$ cat src/rtl/rr_egress_scheduler.sv
// rtl/rr_egress_scheduler.sv - round-robin egress scheduler gated by a rate limiter
// Picks the next nonempty queue, asks the rate limiter, then dequeues or skips its group.
module rr_egress_scheduler #(
    parameter int QUEUE_ID_WIDTH    = 6,
    parameter int PACKET_SIZE_WIDTH = 11,
    parameter int QUEUE_ID_OFFSET   = 3,
    parameter int RL_TIMEOUT        = 15
) (
    input  logic                            clk_i,
    input  logic                            rst_i,
    input  logic [2**QUEUE_ID_WIDTH-1:0]    nonempty_i,
    output logic [QUEUE_ID_WIDTH-1:0]       head_rd_id_o,
    input  logic [PACKET_SIZE_WIDTH-1:0]    head_plen_i,
    output logic [QUEUE_ID_WIDTH-1:0]       rl_id_o,
    output logic                            rl_id_valid_o,
    input  logic                            rl_ok_i,
    input  logic                            rl_ok_valid_i,
    input  logic [QUEUE_ID_WIDTH-1:0]       rl_next_id_i,
    output logic                            rl_take_o,
    output logic                            rl_drop_o,
    output logic [PACKET_SIZE_WIDTH-1:0]    rl_plen_o,
    output logic                            deq_valid_o,
    output logic [QUEUE_ID_WIDTH-1:0]       deq_id_o,
    input  logic                            deq_ready_i,
    output logic                            err_timeout_o
);

    localparam int NUM_QUEUES = 2**QUEUE_ID_WIDTH;
    localparam int CNT_W      = $clog2(RL_TIMEOUT + 1);
    localparam logic [QUEUE_ID_WIDTH-1:0] GRP_STEP = QUEUE_ID_WIDTH'(1) << QUEUE_ID_OFFSET;

    typedef enum logic [2:0] {
        S_IDLE,
        S_LOOKUP,
        S_REQ,
        S_WAIT,
        S_DEQ
    } state_t;

    state_t                         r_state;
    state_t                         w_state_nxt;
    logic [QUEUE_ID_WIDTH-1:0]      r_ptr;
    logic [QUEUE_ID_WIDTH-1:0]      w_ptr_nxt;
    logic [CNT_W-1:0]               r_wait_cnt;
    logic [CNT_W-1:0]               w_wait_cnt_nxt;
    logic [PACKET_SIZE_WIDTH-1:0]   r_rl_plen;
    logic [PACKET_SIZE_WIDTH-1:0]   w_rl_plen_nxt;
    logic [QUEUE_ID_WIDTH-1:0]      r_deq_id;
    logic [QUEUE_ID_WIDTH-1:0]      w_deq_id_nxt;
    logic                           r_err_timeout;
    logic                           w_err_timeout_nxt;

    logic                           w_rl_id_valid;
    logic                           w_take;
    logic                           w_drop;
    logic                           w_deq_valid;

    logic [2*NUM_QUEUES-1:0]        w_dbl;
    logic [NUM_QUEUES-1:0]          w_rot;
    logic [QUEUE_ID_WIDTH-1:0]      w_offset;
    logic [QUEUE_ID_WIDTH-1:0]      w_found;
    logic [QUEUE_ID_WIDTH-1:0]      w_drop_ptr;
    logic                           w_any;
    logic                           w_cur_ne;
    logic                           w_timeout_hit;

    // Rotate the request vector so bit 0 is the current pointer; lowest set bit wins.
    assign w_dbl = {nonempty_i, nonempty_i};
    assign w_rot = NUM_QUEUES'(w_dbl >> r_ptr);

    always_comb begin
        w_offset = '0;
        for (int i = NUM_QUEUES - 1; i >= 0; i--) begin
            if (w_rot[i]) begin
                w_offset = QUEUE_ID_WIDTH'(i);
            end
        end
    end

    assign w_found       = r_ptr + w_offset;
    assign w_drop_ptr    = (r_ptr & ~(GRP_STEP - QUEUE_ID_WIDTH'(1))) + GRP_STEP;
    assign w_any         = |nonempty_i;
    assign w_cur_ne      = nonempty_i[r_ptr];
    assign w_timeout_hit = (r_wait_cnt == CNT_W'(RL_TIMEOUT - 1));

    always_comb begin
        w_state_nxt       = r_state;
        w_ptr_nxt         = r_ptr;
        w_wait_cnt_nxt    = r_wait_cnt;
        w_rl_plen_nxt     = r_rl_plen;
        w_deq_id_nxt      = r_deq_id;
        w_err_timeout_nxt = r_err_timeout;
        w_rl_id_valid     = 1'b0;
        w_take            = 1'b0;
        w_drop            = 1'b0;
        w_deq_valid       = 1'b0;

        case (r_state)
            S_IDLE: begin
                if (w_any) begin
                    w_ptr_nxt   = w_found;
                    w_state_nxt = S_LOOKUP;
                end
            end
            S_LOOKUP: begin
                w_rl_plen_nxt = head_plen_i;
                w_state_nxt   = S_REQ;
            end
            S_REQ: begin
                w_rl_id_valid  = 1'b1;
                w_wait_cnt_nxt = '0;
                w_state_nxt    = S_WAIT;
            end
            S_WAIT: begin
                // A verdict in the last allowed cycle still beats the timeout.
                if (rl_ok_valid_i) begin
                    if (rl_ok_i && w_cur_ne) begin
                        w_take       = 1'b1;
                        w_deq_id_nxt = r_ptr;
                        w_ptr_nxt    = rl_next_id_i;
                        w_state_nxt  = S_DEQ;
                    end else begin
                        w_drop      = 1'b1;
                        w_ptr_nxt   = w_drop_ptr;
                        w_state_nxt = S_IDLE;
                    end
                end else if (w_timeout_hit) begin
                    w_err_timeout_nxt = 1'b1;
                    w_state_nxt       = S_IDLE;
                end else begin
                    w_wait_cnt_nxt = r_wait_cnt + CNT_W'(1);
                end
            end
            S_DEQ: begin
                w_deq_valid = 1'b1;
                if (deq_ready_i) begin
                    w_state_nxt = w_cur_ne ? S_LOOKUP : S_IDLE;
                end
            end
            default: begin
                w_state_nxt = S_IDLE;
            end
        endcase
    end

    always_ff @(posedge clk_i) begin
        if (rst_i) begin
            r_state       <= S_IDLE;
            r_ptr         <= '0;
            r_wait_cnt    <= '0;
            r_rl_plen     <= '0;
            r_deq_id      <= '0;
            r_err_timeout <= 1'b0;
        end else begin
            r_state       <= w_state_nxt;
            r_ptr         <= w_ptr_nxt;
            r_wait_cnt    <= w_wait_cnt_nxt;
            r_rl_plen     <= w_rl_plen_nxt;
            r_deq_id      <= w_deq_id_nxt;
            r_err_timeout <= w_err_timeout_nxt;
        end
    end

    // Handshake outputs are masked by reset so no pulse escapes in the reset cycle.
    assign head_rd_id_o  = r_ptr;
    assign rl_id_o       = r_ptr;
    assign rl_id_valid_o = w_rl_id_valid & ~rst_i;
    assign rl_take_o     = w_take & ~rst_i;
    assign rl_drop_o     = w_drop & ~rst_i;
    assign rl_plen_o     = r_rl_plen;
    assign deq_valid_o   = w_deq_valid & ~rst_i;
    assign deq_id_o      = r_deq_id;
    assign err_timeout_o = r_err_timeout;

endmodule

$ cat config.mk
export PLATFORM = sky130hd
export DESIGN_NAME = rr_egress_scheduler
export DESIGN_NICKNAME = d
export VERILOG_FILES = /design/src/rtl/rr_egress_scheduler.sv
export SDC_FILE = /design/constraint.sdc
export NUM_CORES = 1
export LEC_CHECK = 0
export ABC_CLOCK_PERIOD_IN_PS = 6490
export CAP_MARGIN = 20
export CORE_MARGIN = 2
export CORE_UTILIZATION = 50
export DETAILED_ROUTE_END_ITERATION = 16
export GPL_TIMING_DRIVEN = 1
export PLACE_DENSITY = 0.71
export SETUP_SLACK_MARGIN = 0.5
export SYNTH_ARGS = -nofsm -noshare
export SYNTH_HDL_FRONTEND = slang
export SYNTH_SLANG_ARGS = --single-unit
$ cat constraint.sdc
create_clock -name clk_i -period 6.49 [get_ports clk_i]
set_input_delay 1.947 -clock clk_i [delete_from_list [all_inputs] [get_ports clk_i]]
set_output_delay 1.947 -clock clk_i [all_outputs]
set_load 0.05 [all_outputs]
==> impl_metrics.yaml <==
# synthesis and place-and-route metrics
synthesis:
  yosys.stat.seqShare: 0.0755
  synth_area_um2: 8220
  yosys.cell_types.count: 77
  common_cells: "sky130_fd_sc_hd__mux4_2 (118), sky130_fd_sc_hd__nand2_1 (89), sky130_fd_sc_hd__mux2i_1 (78)"
  synthDominantAreaCellType: "sky130_fd_sc_hd__mux4_2"
  yosys-stat-area_um2: 8220
  synth-edff-count: 0
  ys.flop_type: "sky130_fd_sc_hd__dfxtp_1"
  top_cell_area_share: 0.323
  synth-async-reset-ratio: 0
  synth.net_count: 963
  synth_dominant_cell_count: "sky130_fd_sc_hd__mux4_2"
  ys_cells: 868
  post_synth_area_hogs: "sky130_fd_sc_hd__mux4_2 (32%), sky130_fd_sc_hd__mux2i_1 (9.5%), sky130_fd_sc_hd__dfxtp_1 (7.6%), sky130_fd_sc_hd__mux2_2 (5.9%), sky130_fd_sc_hd__nand2_1 (4.1%)"
  numSynthFlops: 31
  yosysWarningCount: 0
  avgSynthCellArea_um2: 9.47
  postSynthCellCount: 868
clock_tree:
  cts_sinks: 31
  clk_path_buf_depth: 2
  cts_tree: "built"
  ctsHoldBuffers: 0
  clock.latency.late_pin_ns: 0.27
  htree_levels: 2
  cts.reportedPaths.clkPinSlew_ns: 0.05
  clockRootBuffer: "sky130_fd_sc_hd__clkbuf_16"
  tritoncts.num_buffers: 5
power_and_ir_drop:
  combinationalPower_uw: 5810
  p_seq_uw: 326
  top_power_consumer_group: "combinational logic"
  power.density_nw_per_um2: 534
  vdd_ir_drop_max_mv: 0.271
  clockNetworkPower_uw: 227
  leakage_uw: 0.00485
  internal_power_uw: 3300
  clock_power_share: 0.036
  comb_power_share: 0.913
  share_seq_of_total_power: 0.051
  netSwitchingFraction: 0.481
  p_sw_uw: 3060
global_routing:
  gr-total-overflow: 0
  gr-usage-all-layers: 0.393
  globalRoute.busiestLayer: "met2"
  grt.met1_usage: 0.526
  grt_max_degree: 80
  use_met2: 0.638
  groute.layer.met3.usage: 0.0800
  global_route_wire_length_before_repair_um: 54000
  grt_pass1_vias: 9475
  grt_antenna_before_repair: 0
detailed_routing:
  route.detailed.vias_per_inst: 6.83
  dr.pass1.iters: 5
  dr_wl_met3_um: 3890
  route.top_layer_used: "met4"
  drt-initial-drc-count: 1285
  wirelength_met1_um: 13000
  routed_wirelength_um: 34700
  final_antenna_net_count: 0
  drc: 0
  detailroute.wirelength.met2_um: 16200
  dr_total_vias: 9783
  routed_wire_length_per_instance_um: 24.2
setup_path:
  timing.rr.start: "head_rd_id_o[1]"
  kind_of_start_point_of_the_critical_path: "primary input"
  worst-endpoint-required_ns: 6.70
  critical_path_fanouts_max: 2
  cp_num_buf_inv: 5
  cp_delay_by_family_top: "multiplexers"
  startpoint: "nonempty_i[26]"
  cp-endpoint: "head_rd_id_o[4]"
  worstSetupEndpointType: "flip-flop"
  reg2reg_slack_ns: 0.71
  crit-reg2reg-capture: "head_rd_id_o[4]"
  crit_chain: "buf_8, buf_6, mux4_2, buf_6, mux2_4, mux4_2, or3b_4, a32oi_2, or3b_4, nand3_2, a211oi_2, o211a_1, o21ai_2, ha_2, inv_2, fa_2, inv_2, a21o_1, a21oi_2, xnor2_1, nor2_1, a211oi_1, a21oi_1, nor2_1"
  timing.setup.critical_path_class: "in -> reg"
  cp.arrival_ns: 6.70
  r2r.worst_path.cells: 23
  slowest_stage_delay_cp_ns: 0.54
  worst_path_max_delay_cell: "sky130_fd_sc_hd__mux4_2"
  critical_path_depth: 24
job:
  max_cap_viols: 0
  stage_log_warnings: 29
final_layout:
  final.fill_count: 1209
  finish.net_count: 1310
  post_route_cells_drive_above_1_share: 0.493
  final_instance_area_um2: 11900
  diodes: 0
  area_growth_syn_to_layout_pct: 45.0
placed_design:
  place_congestion: 1.05
  place.port_buffers: 119
  post_dp_cell_area_um2: 11200
  dp.final_hpwl_um: 27200
floorplan:
  rows: 46
  dieArea_um2: 17500
  initial_utilization: 0.514
  dieWidth_um: 132
  core_area_um2: 16000
  pin_count: 120
  floorplan.die.height_um: 132
final_timing:
  fin_worst_skew_ns: 0.00306
  worst_pin_slew_ns: 1.09
  timing.final.max_slew_violations: 0
  whs_ns: 0.453
  maximum_clock_frequency_ghz: 0.154
  final.period_utilization: 0.999
  fin_crit_ns: 6.48
  finalHoldViolCount: 0
  unrepaired_setup_endpoints_after_global_routing: "true"
  setup_viol: 0
  relSlewSlack: 0.270
status:
  status: "completed"
hold_path:
  hold-path-endpoint: "deq_id_o[1]"
  worst_hold_startpoint: "deq_id_o[1]"
  min_path_type: "reg -> reg"
  min_path_cells: 2
## cells by family after synthesis
kind of cell | Yosys count | synth area share
xor gates and xnor gates | 9 | 0.00959
DFF | 31 | 0.0755
muxes | 256 | 0.519
buffers and inverters | 97 | 0.0541
adders and majority gates | 9 | 0.0146
AOI/OAI and AO/OA | 191 | 0.162
and+or+nand+nor | 275 | 0.165
## through the flow
stage | total power, µW | instances | setup WS [ns] | util | TNS, ns
after global placement | 5480 | 1377 | -0.526 | 0.702 | -2.30
after detailed placement | 5540 | 1377 | -0.626 | 0.702 | -2.81
after global routing | 6660 | 1432 | -0.171 | 0.745 | -0.310
final | 6370 | 1432 | 0.00611 | 0.745 | 0
after CTS | 6080 | 1427 | 0.127 | 0.739 | 0
after floorplan | 3340 | 868 | 0.512 | - | 0
## flip-flops by register name (all words and copies together), names as in the netlist
name,flops
err_timeout_o,1
head_rd_id_o,6
r_wait_cnt,4
rl_plen_o,11
deq_id_o,6
r_state,3
## worst min-delay path: cells and delay by family (launching register included)
family           cells  cell delay [ns]
AND-OR/OR-AND        1             0.05
flip-flops           1             0.30
AND/OR/NAND/NOR      1             0.05
## timing repair
item,CTS,global route
setup buffers,42,5
endpoints found under the setup margin,8,7
gates resized,334,40
pin swaps,32,18
## layout make-up
class / instances / area (µm²) / area share
clock buffer: 5 / 125 / 0.0105
tap: 216 / 270 / 0.0227
multi-input combinational: 740 / 7360 / 0.617
clock inverter: 3 / 18.8 / 0.00157
timing repair buffer: 417 / 3440 / 0.289
sequential: 31 / 632 / 0.0530
inverter: 20 / 75.1 / 0.00630
## layout by cell type (no fill, tap or decap), types with 7 or more instances in the layout
cell type | netlist | layout
sky130_fd_sc_hd__a21oi_1 | 37 | 35
sky130_fd_sc_hd__inv_1 | 16 | 14
sky130_fd_sc_hd__a221oi_1 | 10 | 9
sky130_fd_sc_hd__o22ai_1 | 26 | 26
sky130_fd_sc_hd__mux2_2 | 43 | 39
sky130_fd_sc_hd__clkdlybuf4s50_1 | 0 | 52
sky130_fd_sc_hd__nor3_1 | 18 | 13
sky130_fd_sc_hd__mux2i_1 | 78 | 74
sky130_fd_sc_hd__ha_1 | 8 | 7
sky130_fd_sc_hd__nand2_1 | 89 | 89
sky130_fd_sc_hd__nand2b_1 | 14 | 13
sky130_fd_sc_hd__nor4_1 | 20 | 17
sky130_fd_sc_hd__mux4_2 | 118 | 126
sky130_fd_sc_hd__buf_4 | 6 | 247
sky130_fd_sc_hd__and3_1 | 8 | 8
sky130_fd_sc_hd__nand3_1 | 28 | 27
sky130_fd_sc_hd__mux2_4 | 1 | 7
sky130_fd_sc_hd__nor2_1 | 48 | 47
sky130_fd_sc_hd__o21ai_0 | 27 | 26
sky130_fd_sc_hd__buf_2 | 16 | 41
sky130_fd_sc_hd__dfxtp_1 | 31 | 26
sky130_fd_sc_hd__buf_6 | 5 | 57
sky130_fd_sc_hd__and2_1 | 7 | 7
sky130_fd_sc_hd__nand4_1 | 7 | 7
sky130_fd_sc_hd__a221o_1 | 8 | 8
sky130_fd_sc_hd__nor2b_1 | 8 | 7
sky130_fd_sc_hd__a211oi_1 | 12 | 11
clk_routes.png
Scale: 2 px per µm.
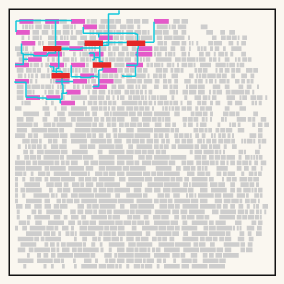
legend:
  clock drivers:
    colour: red
    count: 5
  clock wires:
    colour: cyan
    length: 407 µm
  flip-flops:
    colour: magenta
    count: 31
routed clock nets: 6

logic_types.png
Scale: 2 px per µm.
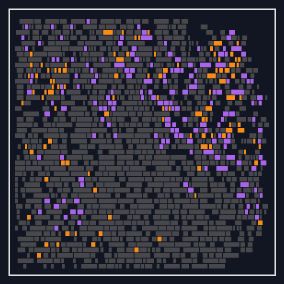
legend:
  inverting AOI/OAI gates:
    colour: purple
    cells: 161
    most_used: a21oi_1
  NOR gates:
    colour: orange
    cells: 101
    most_used: nor2_1
    where: all over the die

Power and IR drop assume default switching activity.
